--- config.mk ---
export PLATFORM = sky130hd
export DESIGN_NAME = bellman_relax
export DESIGN_NICKNAME = d
export VERILOG_FILES = /design/src/rtl/bellman_relax.sv
export SDC_FILE = /design/constraint.sdc
export NUM_CORES = 1
export LEC_CHECK = 0
export CORE_MARGIN = 2
export CORE_UTILIZATION = 46
export CTS_CLUSTER_DIAMETER = 150
export DETAILED_ROUTE_END_ITERATION = 12
export PLACE_DENSITY = 0.88
export REMOVE_ABC_BUFFERS = 1
export SYNTH_ARGS = -nofsm -noshare
export SYNTH_HDL_FRONTEND = slang
export SYNTH_SLANG_ARGS = --single-unit
--- constraint.sdc ---
create_clock -name clk -period 7.8 [get_ports clk]
set_clock_uncertainty 0.05 [all_clocks]
set_input_delay 1.95 -clock clk [delete_from_list [all_inputs] [get_ports clk]]
set_output_delay 1.95 -clock clk [all_outputs]
set_load 0.05 [all_outputs]
--- src/rtl/bellman_relax.sv ---
// Bellman-Ford relaxation engine: initialises vertmat from a source vertex, then
// sweeps every adjmat edge row-major, writing improved distance/predecessor words.
module bellman_relax #(
  parameter int NODES    = 32,
  parameter int PRED_W   = 5,
  parameter int WEIGHT_W = 16,
  parameter int VERT_W   = PRED_W + WEIGHT_W
) (
  input  logic                clk,
  input  logic                reset_n,
  input  logic                relax_start,
  input  logic [PRED_W-1:0]   src_vertex,
  input  logic [WEIGHT_W-1:0] adjmat_q,
  input  logic [VERT_W-1:0]   vertmat_q_a,
  input  logic [VERT_W-1:0]   vertmat_q_b,
  output logic [PRED_W-1:0]   adjmat_row_addr,
  output logic [PRED_W-1:0]   adjmat_col_addr,
  output logic [PRED_W-1:0]   vertmat_addr_a,
  output logic [PRED_W-1:0]   vertmat_addr_b,
  output logic [VERT_W-1:0]   vertmat_data_b,
  output logic                vertmat_we_b,
  output logic [PRED_W-1:0]   pass_count,
  output logic                relax_done
);

  typedef enum logic [2:0] {
    S_IDLE,
    S_INIT,
    S_FETCH,
    S_RELAX,
    S_DONE
  } state_t;

  localparam logic [PRED_W-1:0]          LAST    = PRED_W'(NODES - 1);
  localparam logic signed [WEIGHT_W-1:0] INF     = {1'b0, {(WEIGHT_W-1){1'b1}}};
  localparam logic signed [WEIGHT_W-1:0] SAT_NEG = {1'b1, {(WEIGHT_W-1){1'b0}}};
  localparam logic signed [WEIGHT_W-1:0] SAT_POS = {1'b0, {(WEIGHT_W-2){1'b1}}, 1'b0};

  state_t              state_q;
  logic [PRED_W-1:0]   i_q;
  logic [PRED_W-1:0]   j_q;
  logic [PRED_W-1:0]   src_q;
  logic [PRED_W-1:0]   pass_q;
  logic                done_q;
  logic                upd_q;

  logic signed [WEIGHT_W-1:0] svw;
  logic signed [WEIGHT_W-1:0] dvw;
  logic signed [WEIGHT_W-1:0] edgeW;
  logic signed [WEIGHT_W:0]   sum;
  logic signed [WEIGHT_W:0]   dvwExt;
  logic signed [WEIGHT_W-1:0] satSum;
  logic signed [WEIGHT_W-1:0] initDist;
  logic                       relaxHit;
  logic                       lastEdge;
  logic                       unusedPredBits;

  assign svw    = vertmat_q_a[WEIGHT_W-1:0];
  assign dvw    = vertmat_q_b[WEIGHT_W-1:0];
  assign edgeW  = adjmat_q;
  assign sum    = {svw[WEIGHT_W-1], svw} + {edgeW[WEIGHT_W-1], edgeW};
  assign dvwExt = {dvw[WEIGHT_W-1], dvw};
  assign unusedPredBits = ^{vertmat_q_a[VERT_W-1:WEIGHT_W], vertmat_q_b[VERT_W-1:WEIGHT_W]};

  // The comparison uses the full-width sum; only the stored value is clamped.
  assign relaxHit = (state_q == S_RELAX) && (edgeW != '0) && (i_q != j_q) &&
                    (svw != INF) && (sum < dvwExt);
  assign lastEdge = (i_q == LAST) && (j_q == LAST);
  assign initDist = (j_q == src_q) ? '0 : INF;

  always_comb begin
    satSum = sum[WEIGHT_W-1:0];
    if (sum[WEIGHT_W] != sum[WEIGHT_W-1]) begin
      satSum = sum[WEIGHT_W] ? SAT_NEG : SAT_POS;
    end
  end

  // Write port is driven straight from the registered state so reset kills it at once.
  always_comb begin
    vertmat_we_b   = 1'b0;
    vertmat_data_b = '0;
    if (state_q == S_INIT) begin
      vertmat_we_b   = 1'b1;
      vertmat_data_b = {j_q, initDist};
    end else if (relaxHit) begin
      vertmat_we_b   = 1'b1;
      vertmat_data_b = {i_q, satSum};
    end
  end

  assign adjmat_row_addr = i_q;
  assign adjmat_col_addr = j_q;
  assign vertmat_addr_a  = i_q;
  assign vertmat_addr_b  = j_q;
  assign pass_count      = pass_q;
  assign relax_done      = done_q;

  always_ff @(posedge clk or negedge reset_n) begin
    if (!reset_n) begin
      state_q <= S_IDLE;
      i_q     <= '0;
      j_q     <= '0;
      src_q   <= '0;
      pass_q  <= '0;
      done_q  <= 1'b0;
      upd_q   <= 1'b0;
    end else begin
      case (state_q)
        S_IDLE, S_DONE: begin
          if (relax_start) begin
            src_q   <= src_vertex;
            done_q  <= 1'b0;
            pass_q  <= '0;
            i_q     <= '0;
            j_q     <= '0;
            upd_q   <= 1'b0;
            state_q <= S_INIT;
          end
        end
        S_INIT: begin
          if (j_q == LAST) begin
            i_q <= '0;
            j_q <= '0;
            if (NODES == 1) begin
              done_q  <= 1'b1;
              state_q <= S_DONE;
            end else begin
              state_q <= S_FETCH;
            end
          end else begin
            j_q <= j_q + 1'b1;
          end
        end
        S_FETCH: begin
          state_q <= S_RELAX;
        end
        S_RELAX: begin
          if (lastEdge) begin
            pass_q <= pass_q + 1'b1;
            // Stop after NODES-1 passes, or early once a whole pass changed nothing.
            if ((pass_q + 1'b1 == LAST) || !(upd_q || relaxHit)) begin
              done_q  <= 1'b1;
              state_q <= S_DONE;
            end else begin
              upd_q   <= 1'b0;
              i_q     <= '0;
              j_q     <= '0;
              state_q <= S_FETCH;
            end
          end else begin
            upd_q <= upd_q | relaxHit;
            if (j_q == LAST) begin
              j_q <= '0;
              i_q <= i_q + 1'b1;
            end else begin
              j_q <= j_q + 1'b1;
            end
            state_q <= S_FETCH;
          end
        end
        default: state_q <= S_IDLE;
      endcase
    end
  end

endmodule

==> impl_metrics.py <==
# Flow results
metrics = {
    "outcome": {
        "status": "finished with violations",
        "violations": "setup timing",
    },
    "synth": {
        "synth_cells": 352,
        "simple_gate_area_share_pct": 17.5,
        "synth_top_cell_by_area": "dfrtp_1",
        "yosysSeqAreaShare_pct": 20.5,
        "ys_chip_area_um2": 3050,
        "topCellsByArea": "dfrtp_1, ha_1, xnor2_1",
        "synth-xor-area-share_pct": 7.18,
        "fa_ha_area_share_pct": 16.2,
    },
    "timing": {
        "slew_violations": 0,
        "finalSetupViolCount": 22,
        "slew_headroom_pct": 22.7,
        "worst_slack_ns": -0.210,
        "tightest_slew_ns": 1.16,
    },
    "cells_and_area": {
        "finalNetCount": 600,
        "drive_gt1_share_pct": 32.6,
    },
    "floorplanning": {
        "num_rows": 29,
        "die_w_um": 85.4,
        "die-height_um": 85.4,
    },
    "route": {
        "viasPerCell": 6.39,
        "route.met3.wl_mm": 1.15,
        "wl_met2_mm": 6.67,
    },
    "cts": {
        "cts_buffers": 3,
        "cts-htree-levels": 1,
    },
    "worst_setup_path": {
        "start_kind": "input pin",
        "worstSetupEndpointType": "output pin",
        "worst_ep_arrival_time_ns": 6.01,
    },
    "placed_design": {
        "numPortBuffers": 103,
        "hpwl_mm": 7.98,
    },
    "run": {
        "maxCapViolations": 0,
    },
    "min_path": {
        "hold_path.class": "register to register",
    },
    "global_routing": {
        "grt_pass1_wl_mm": 18.4,
    },
}
[cell usage after synthesis (7+ instances only)]
cell and count:
nand4_1 7, a22o_1 10, a2bb2oi_2 7, ha_1 38, inv_1 28, nor2_1 21
nand2_1 22, nand3_1 10, dfrtp_1 25, a21oi_1 17, xnor2_1 17, buf_4 10
o21ai_0 14, and2_1 8, xor2_1 8
[worst max-delay path, cell delays in order]
cell	delay, ns
clkdlybuf4s15_2	0.23
ha_4	0.25
nor2b_2	0.15
o31a_1	0.27
buf_4	0.14
buf_4	0.14
o21a_1	0.18
nor2_1	0.16
xnor2_1	0.19
ha_1	0.36
a211oi_4	0.34
o22ai_4	0.13
nor4_4	0.33
a221oi_4	0.14
nor4_4	0.17
buf_6	0.16
nand3_4	0.08
nand2_4	0.11
a2bb2oi_1	0.34
buf_12	0.19
[cell type report]
class                           count  area [µm²]  area share [%]
Inverter                           28         105            2.01
Timing Repair Buffer              159        1700            32.6
Multi-Input combinational cell    278        2640            50.6
Sequential cell                    25         626            12.0
Clock buffer                        3        41.3           0.791
Tap cell                           77        96.3            1.85
Clock inverter                      1        7.51           0.144
[kinds of logic (layout without fill, tap and decap cells)]
family	after synthesis	count (layout)
adders and majority gates	39	39
and+or+nand+nor	100	100
AOI/OAI and AO/OA	109	109
muxes	5	5
buffers and inverters	49	191
xor gates and xnor gates	25	25
DFF	25	25
[timing repair]
| action | CTS | global route |
|---|---|---|
| buffers inserted | 12 | 14 |
| endpoints found under the hold margin | 0 | 0 |
| pin swaps | 23 | 26 |
| setup endpoints to repair | 22 | 22 |
| gates resized | 71 | 39 |
[power breakdown]
part           switching, mW  internal, mW
Combinational          0.934         0.795
Sequential            0.0715         0.166
Clock                 0.0443        0.0363
Total                   1.05         0.997
[sequential cells by signal (all words and copies together) (netlist names)]
register	cells
pass_count	5
state_q	3
adjmat_row_addr	5
upd_q	1
adjmat_col_addr	5
src_q	5
relax_done	1
[layer usage]
layer	global-route usage, %	up-vias
met5	0	-
met3	5.84	78
li1	-	1580
met4	16.5	0
met1	32.9	1706
met2	59.7	282
[worst paths after layout]
kind	startpoint	to	depth (start not counted)
worst min-delay path	upd_q$_DFFE_PN0P_	upd_q$_DFFE_PN0P_	2
min in group asynchronous	reset_n	pass_count[2]$_DFFE_PN0P_	1
worst max register to register	adjmat_col_addr[1]$_DFFE_PN0P_	adjmat_row_addr[3]$_DFFE_PN0P_	8
max in group asynchronous	reset_n	src_q[2]$_DFFE_PN0P_	1
worst max-delay path	vertmat_q_a[2]	vertmat_data_b[3]	20
worst min register to register	upd_q$_DFFE_PN0P_	upd_q$_DFFE_PN0P_	2
[per-stage QoR]
stage	hold WS, ns	area (µm²)	TNS [ns]	worst slack, ns
after floorplan	0.413	2920	-2.16	-0.559
after global placement	0.430	4530	-4.07	-0.291
after detailed placement	0.454	4530	-9.01	-0.508
after CTS	0.471	4900	-0.00517	-0.00517
after global routing	0.504	5220	-3.35	-0.231
final	0.474	5220	-2.62	-0.210
**The metal 1 layer**

The bar under the picture is 20 µm long. Supply wires on this layer in grey.
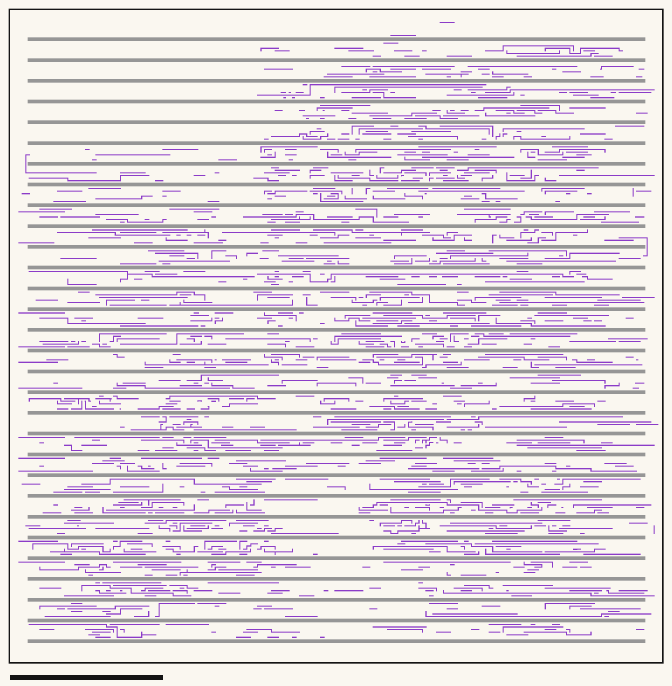
main direction	horizontal
wire length on this layer	4300 µm
nets with wire on the layer	541
longest straight run	30.4 µm
Routed WL: 12.8 mm
M1 GR Usage: 32.9%
DR vias: 3646

**Signal wires on met2**

Cells faint in the background.
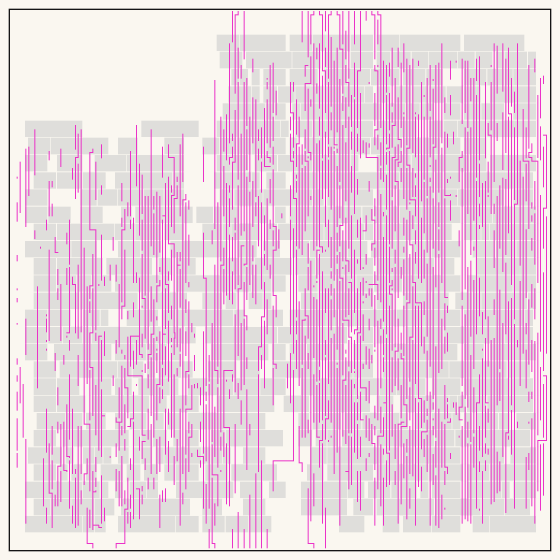
wire length on this layer	6670 µm
nets with wire on the layer	549
main direction	vertical
share of all routed wire	52%
longest straight run	43.4 µm
met2 usage: 59.7%

**The metal 3 layer**

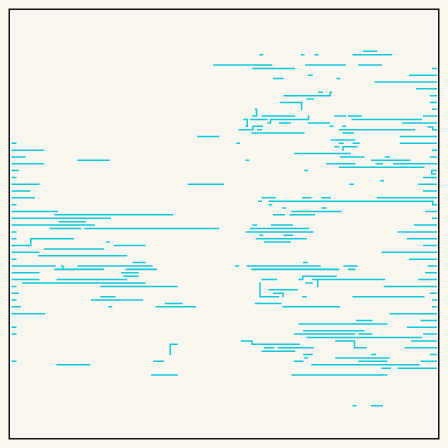
share of all routed wire	9.0%
longest straight run	32.7 µm
wire length on this layer	1150 µm
main direction	horizontal
GR Util met3: 5.84%

**Met4 routing**

The bar under the picture is 20 µm long. Supply wires on this layer in grey.
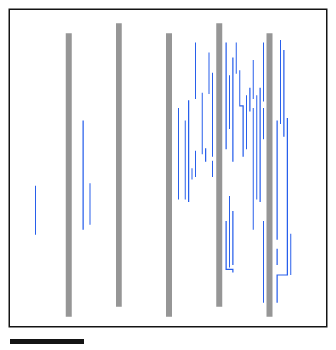
wire length on this layer	671 µm
share of all routed wire	5.3%

**Track usage over the die**

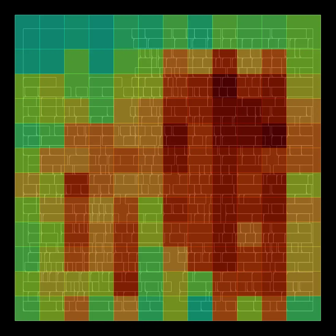
post-layout util: 81.7%
gr busiest metal: met2
DR WL/cell: 22.4 µm
GRT Util Overall: 31.6%

